--- config.mk ---
export PLATFORM = sky130hd
export DESIGN_NAME = mult_share_arbiter
export DESIGN_NICKNAME = d
export VERILOG_FILES = /design/src/rtl/mult_share_arbiter_pkg.sv /design/src/rtl/mult_share_arbiter_rr_pick.sv /design/src/rtl/mult_share_arbiter.sv
export SDC_FILE = /design/constraint.sdc
export NUM_CORES = 1
export LEC_CHECK = 0
export CAP_MARGIN = 20
export CORE_MARGIN = 3
export CORE_UTILIZATION = 25
export DETAILED_ROUTE_END_ITERATION = 8
export HOLD_SLACK_MARGIN = 0.15
export PLACE_DENSITY_LB_ADDON = 0.12
export SETUP_SLACK_MARGIN = 0.1
export SLEW_MARGIN = 15
export SYNTH_ARGS = -nofsm -noshare
export SYNTH_HDL_FRONTEND = slang
export SYNTH_SLANG_ARGS = --single-unit
--- constraint.sdc ---
create_clock -name clk -period 3.75 [get_ports clk]
set_input_delay 0.5625 -clock clk [delete_from_list [all_inputs] [get_ports clk]]
set_output_delay 0.5625 -clock clk [all_outputs]
set_load 0.02 [all_outputs]
--- src/rtl/mult_share_arbiter_pkg.sv ---
// mult_share_arbiter_pkg: FSM state encoding and width helper shared by the arbiter files
package mult_share_arbiter_pkg;
  typedef enum logic [2:0] {IDLE, LAUNCH, BUSY, RESP, ABORT} state_t;
  function automatic int clog2(input int v);
    int r;
    r = 0;
    while ((1 << r) < v) r++;
    return r;
  endfunction
endpackage

--- src/rtl/mult_share_arbiter_rr_pick.sv ---
// mult_share_arbiter_rr_pick: combinational round-robin picker, first request at or after ptr
module mult_share_arbiter_rr_pick #(
  parameter int N = 4,
  parameter int IW = 2
) (
  input  logic [N-1:0]  req,
  input  logic [IW-1:0] ptr,
  output logic [IW-1:0] idx,
  output logic          valid
);
  logic [N-1:0] rot;
  logic [IW:0]  sum;
  always_comb begin
    idx = '0;
    sum = '0;
    valid = |req;
    rot = N'({req, req} >> ptr);
    for (int k = N - 1; k >= 0; k--)
      if (rot[k]) begin
        sum = {1'b0, ptr} + (IW + 1)'(k);
        idx = sum >= (IW + 1)'(N) ? IW'(sum - (IW + 1)'(N)) : IW'(sum);
      end
  end
endmodule

--- src/rtl/mult_share_arbiter.sv ---
// mult_share_arbiter: round-robin sharing of one start/done multiplier datapath with timeout abort
module mult_share_arbiter
  import mult_share_arbiter_pkg::*;
#(
  parameter int N_REQ = 4,
  parameter int DATA_W = 16,
  parameter int RES_W = 16,
  parameter int TIMEOUT = 1023
) (
  input  logic                    clk,
  input  logic                    rst,
  input  logic [N_REQ-1:0]        req,
  input  logic [N_REQ*DATA_W-1:0] opa,
  input  logic [N_REQ*DATA_W-1:0] opb,
  output logic [N_REQ-1:0]        gnt,
  output logic [N_REQ-1:0]        rsp_valid,
  output logic [RES_W-1:0]        rsp_data,
  output logic                    err,
  output logic [clog2(N_REQ)-1:0] err_id,
  output logic                    dp_start,
  output logic [DATA_W-1:0]       dp_a,
  output logic [DATA_W-1:0]       dp_b,
  input  logic                    dp_done,
  input  logic [RES_W-1:0]        dp_result,
  output logic                    busy
);
  localparam int IW = clog2(N_REQ);
  localparam int CW = clog2(TIMEOUT + 1);
  state_t state, nxt;
  logic [IW-1:0] ptr, win, pick;
  logic pick_v;
  logic [CW-1:0] cnt;
  logic [DATA_W-1:0] a_arr [N_REQ];
  logic [DATA_W-1:0] b_arr [N_REQ];
  for (genvar i = 0; i < N_REQ; i++) begin : g_slice
    assign a_arr[i] = opa[i*DATA_W +: DATA_W];
    assign b_arr[i] = opb[i*DATA_W +: DATA_W];
  end
  mult_share_arbiter_rr_pick #(.N(N_REQ), .IW(IW)) u_pick (
    .req(req), .ptr(ptr), .idx(pick), .valid(pick_v)
  );
  always_comb begin
    nxt = state == IDLE   ? (pick_v ? LAUNCH : IDLE) :
          state == LAUNCH ? BUSY :
          state == BUSY   ? (dp_done ? RESP : cnt == CW'(TIMEOUT) ? ABORT : BUSY) :
          IDLE;
  end
  always_ff @(posedge clk or negedge rst) begin
    if (!rst) begin
      state <= IDLE;
      ptr <= '0;
      win <= '0;
      gnt <= '0;
      cnt <= '0;
      dp_a <= '0;
      dp_b <= '0;
      rsp_data <= '0;
    end else begin
      state <= nxt;
      if (state == IDLE && pick_v) begin
        gnt <= N_REQ'(1) << pick;
        win <= pick;
        dp_a <= a_arr[pick];
        dp_b <= b_arr[pick];
        ptr <= pick == IW'(N_REQ - 1) ? '0 : pick + 1'b1;
      end
      if (state == LAUNCH) cnt <= '0;
      else if (state == BUSY && cnt != CW'(TIMEOUT)) cnt <= cnt + 1'b1;
      if (state == BUSY && dp_done) rsp_data <= dp_result;
      if (state == RESP || state == ABORT) gnt <= '0;
    end
  end
  assign dp_start  = state == LAUNCH;
  assign rsp_valid = state == RESP ? gnt : '0;
  assign err       = state == ABORT;
  assign err_id    = state == ABORT ? win : '0;
  assign busy      = state != IDLE;
endmodule

==> impl_metrics.env <==
# flow metrics
export IMPL_yosys_area_top_type="dfrtp_1"
export IMPL_fin_crit_sh_pct=67.48
export IMPL_die_h_um=129.5
export IMPL_p_sw_mw=1.768
export IMPL_slew_headroom_pct=35.77
export IMPL_lay_top_count="clkdlybuf4s50_1"
export IMPL_ys_ff=69
export IMPL_ys_top_cells_by_area="dfrtp_1 (45%), nand2_1 (14%), a21oi_1 (8.9%)"
export IMPL_synth_main_ff_cell="dfrtp_1"
export IMPL_synth_edff_count=0
export IMPL_post_route_drc_count=0
export IMPL_cp_slowest_stage_delay_ns=0.62
export IMPL_grt_pass1_vias=4001
export IMPL_cts_tree="built"
export IMPL_yosys_area_mm2=0.003815
export IMPL_cts_setup_buffers=0
export IMPL_grt_max_degree=70
export IMPL_cts_made_buffers=9
export IMPL_antenna_found_initial=0
export IMPL_leakage_nw=2.813
export IMPL_io_buffer_count=211
export IMPL_ys_cells=435
export IMPL_combGateArea_mm2=0.001854
export IMPL_avgSynthCellArea_um2=8.770
export IMPL_track_usage_pct=16.35
export IMPL_hold_violations=0
export IMPL_synth_warning_count=0
export IMPL_cts_hold_buf=0
export IMPL_avgViaCountPerCell=4.752
export IMPL_drt_pass1_iterations=4
export IMPL_vias=3906
export IMPL_lay_top_cells="clkdlybuf4s50_1 (210), nand2_1 (138), dfrtp_1 (69), a21oi_1 (68), a211o_1 (32)"
export IMPL_gr_total_overflow=0
export IMPL_critPathKind="reg -> out"
export IMPL_top_cell_area_share_pct=45.26
export IMPL_clock_fmax_mhz=395.2
export IMPL_setup_viol=0
export IMPL_cp_end_kind="primary output"
export IMPL_cp_slowest_cell="clkdlybuf4s50_1"
export IMPL_worst_path_buf_inv=1
export IMPL_post_synth_top_count_cell="nand2_1"
export IMPL_path_clk_slew_ns=0.06
export IMPL_stdcell_count=822
export IMPL_path_cells="nor3b_1 > and2_1 > clkdlybuf4s50_1"
export IMPL_design_area_mm2=0.006370
export IMPL_seqPwrFrac_pct=27.3
export IMPL_routed_wl_um=13820
export IMPL_drive_gt1_share_pct=7.837
export IMPL_ys_types=41
export IMPL_intPower_mw=2.859
export IMPL_coreArea_mm2=0.01475
export IMPL_cp_start_kind="register"
export IMPL_insertion_delay_ns=0.33
export IMPL_path_max_fanout=6
export IMPL_fp_utilization_pct=25.86
export IMPL_gp_congestion=0.8024
export IMPL_ctsLongestPathBuffers=2
export IMPL_dieWidth_um=129.5
export IMPL_reg2reg_slack_ns=1.55
export IMPL_common_cells="nand2_1 (138), dfrtp_1 (69), a21oi_1 (68)"
export IMPL_grt_pass1_wl_um=21440
export IMPL_slew_violations=0
export IMPL_cts_resized=0
export IMPL_top_regs="dp_a (16), dp_b (16), rsp_data (16)"
export IMPL_dpl_cell_area_mm2=0.006021
export IMPL_clkPwrFrac_pct=21.7
export IMPL_switching_share_pct=38.22
export IMPL_cpLargestDelayFamily="buffers and inverters"
export IMPL_pin_count=212
export IMPL_post_drt_wl_per_cell_um=16.82
export IMPL_status="finished clean"
export IMPL_worstPathArrival_ns=1.97
export IMPL_seq_area_frac_synth_pct=45.26
layout make-up:
| type | instances | area share [%] |
|---|---|---|
| inverter | 8 | 0.4714 |
| multi-input combinational | 328 | 29.11 |
| clock buffer | 10 | 3.752 |
| timing repair buffer | 217 | 34.22 |
| tap | 184 | 3.614 |
| clock inverter | 6 | 1.729 |
| sequential | 69 | 27.11 |
through the flow:
step	setup slack, ns	hold WS (ns)
finish	1.219	0.3622
CTS	1.157	0.4122
floorplan	1.823	0.2669
global placement	0.9380	0.4577
global route	1.038	0.4501
detailed placement	0.8980	0.4655
power by group through the flow:
stage | clock [mW] | combinational (mW) | sequential [mW]
final | 1.00 | 2.36 | 1.26
after global routing | 1.07 | 2.60 | 1.31
after CTS | 1.03 | 2.41 | 1.27
after detailed placement | 0 | 2.40 | 1.28
after global placement | 0 | 2.38 | 1.27
after floorplan | 0 | 1.11 | 1.57
cell families after synthesis:
group / share of synthesized area, %
muxes: 5.280
adders and majority gates: 0.9840
DFF: 45.26
xor gates and xnor gates: 1.377
and+or+nand+nor: 20.76
buffers and inverters: 6.133
AOI/OAI and AO/OA: 20.20
per-layer routing:
layer	GRT usage (%)	share of wire, %	vias to the layer above
met2	25.52	44	177
met4	5.440	1.5	0
met3	4.617	9.2	13
met1	21.94	45	1820
li1	-	-	1896
met5	0	0	-
worst paths after layout:
path	start	end	cells past startpoint
max	state[1]$_DFF_PN0_	err_id[1]	3
max in group asynchronous	rst	rsp_data[12]$_DFFE_PN0N_	1
min reg2reg	win[0]$_DFFE_PN0P_	win[0]$_DFFE_PN0P_	1
max reg2reg	ptr[1]$_DFFE_PN0P_	dp_a[2]$_DFFE_PN0P_	7
min in group clk	win[0]$_DFFE_PN0P_	win[0]$_DFFE_PN0P_	1
min	rst	dp_b[10]$_DFFE_PN0P_	1
**Placement by cell class**

Fill, decap, tap and diode cells in grey.
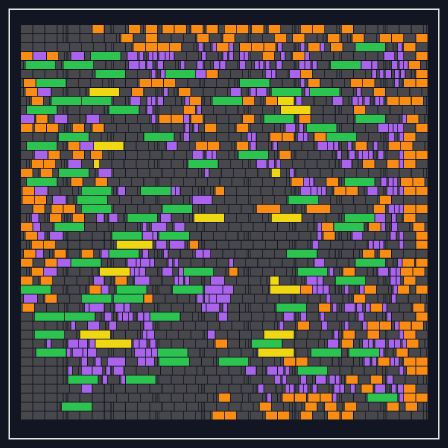
- yellow: clock drivers and dummy loads (cells 16; share of their area 5.7%)
- purple: combinational and other logic (cells 336; share of their area 31%)
- green: flops (cells 69; share of their area 28%)
- orange: other buffers and delay cells (cells 217; share of their area 36%)

**The metal 3 layer**

Scale bar: 50 um.
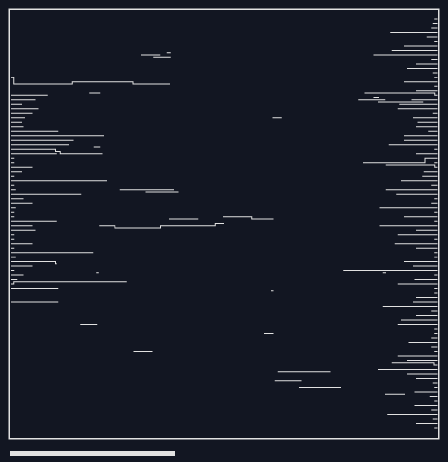
- nets with wire on the layer: 151
- longest straight run: 34.0 um

**The metal 2 layer**

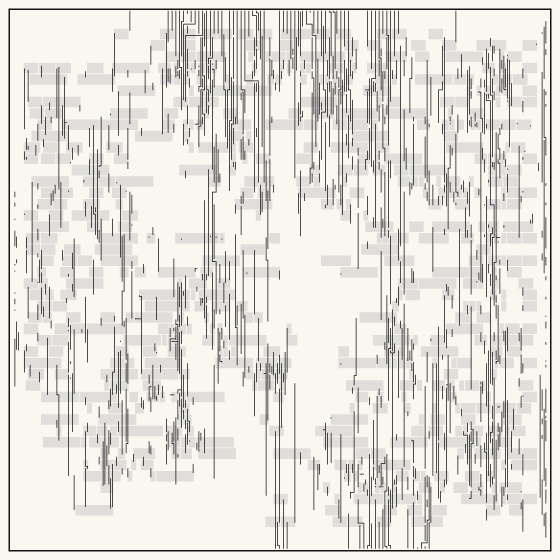
- wire length on this layer: 6090 um
- nets with wire on the layer: 637

**Cell placement**

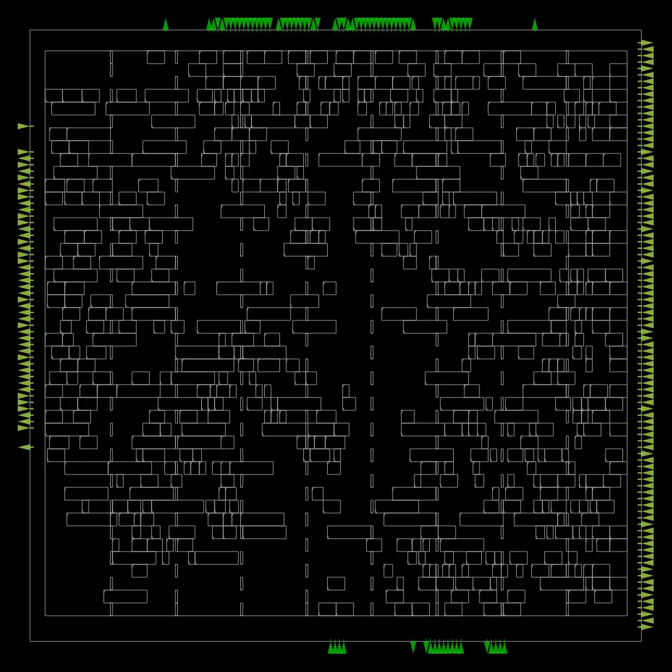
Placement Rows: 44
Fillers: 1446
fraction of area in registers: 27.11%
final core occ: 43.17%

Power and IR drop assume default switching activity.
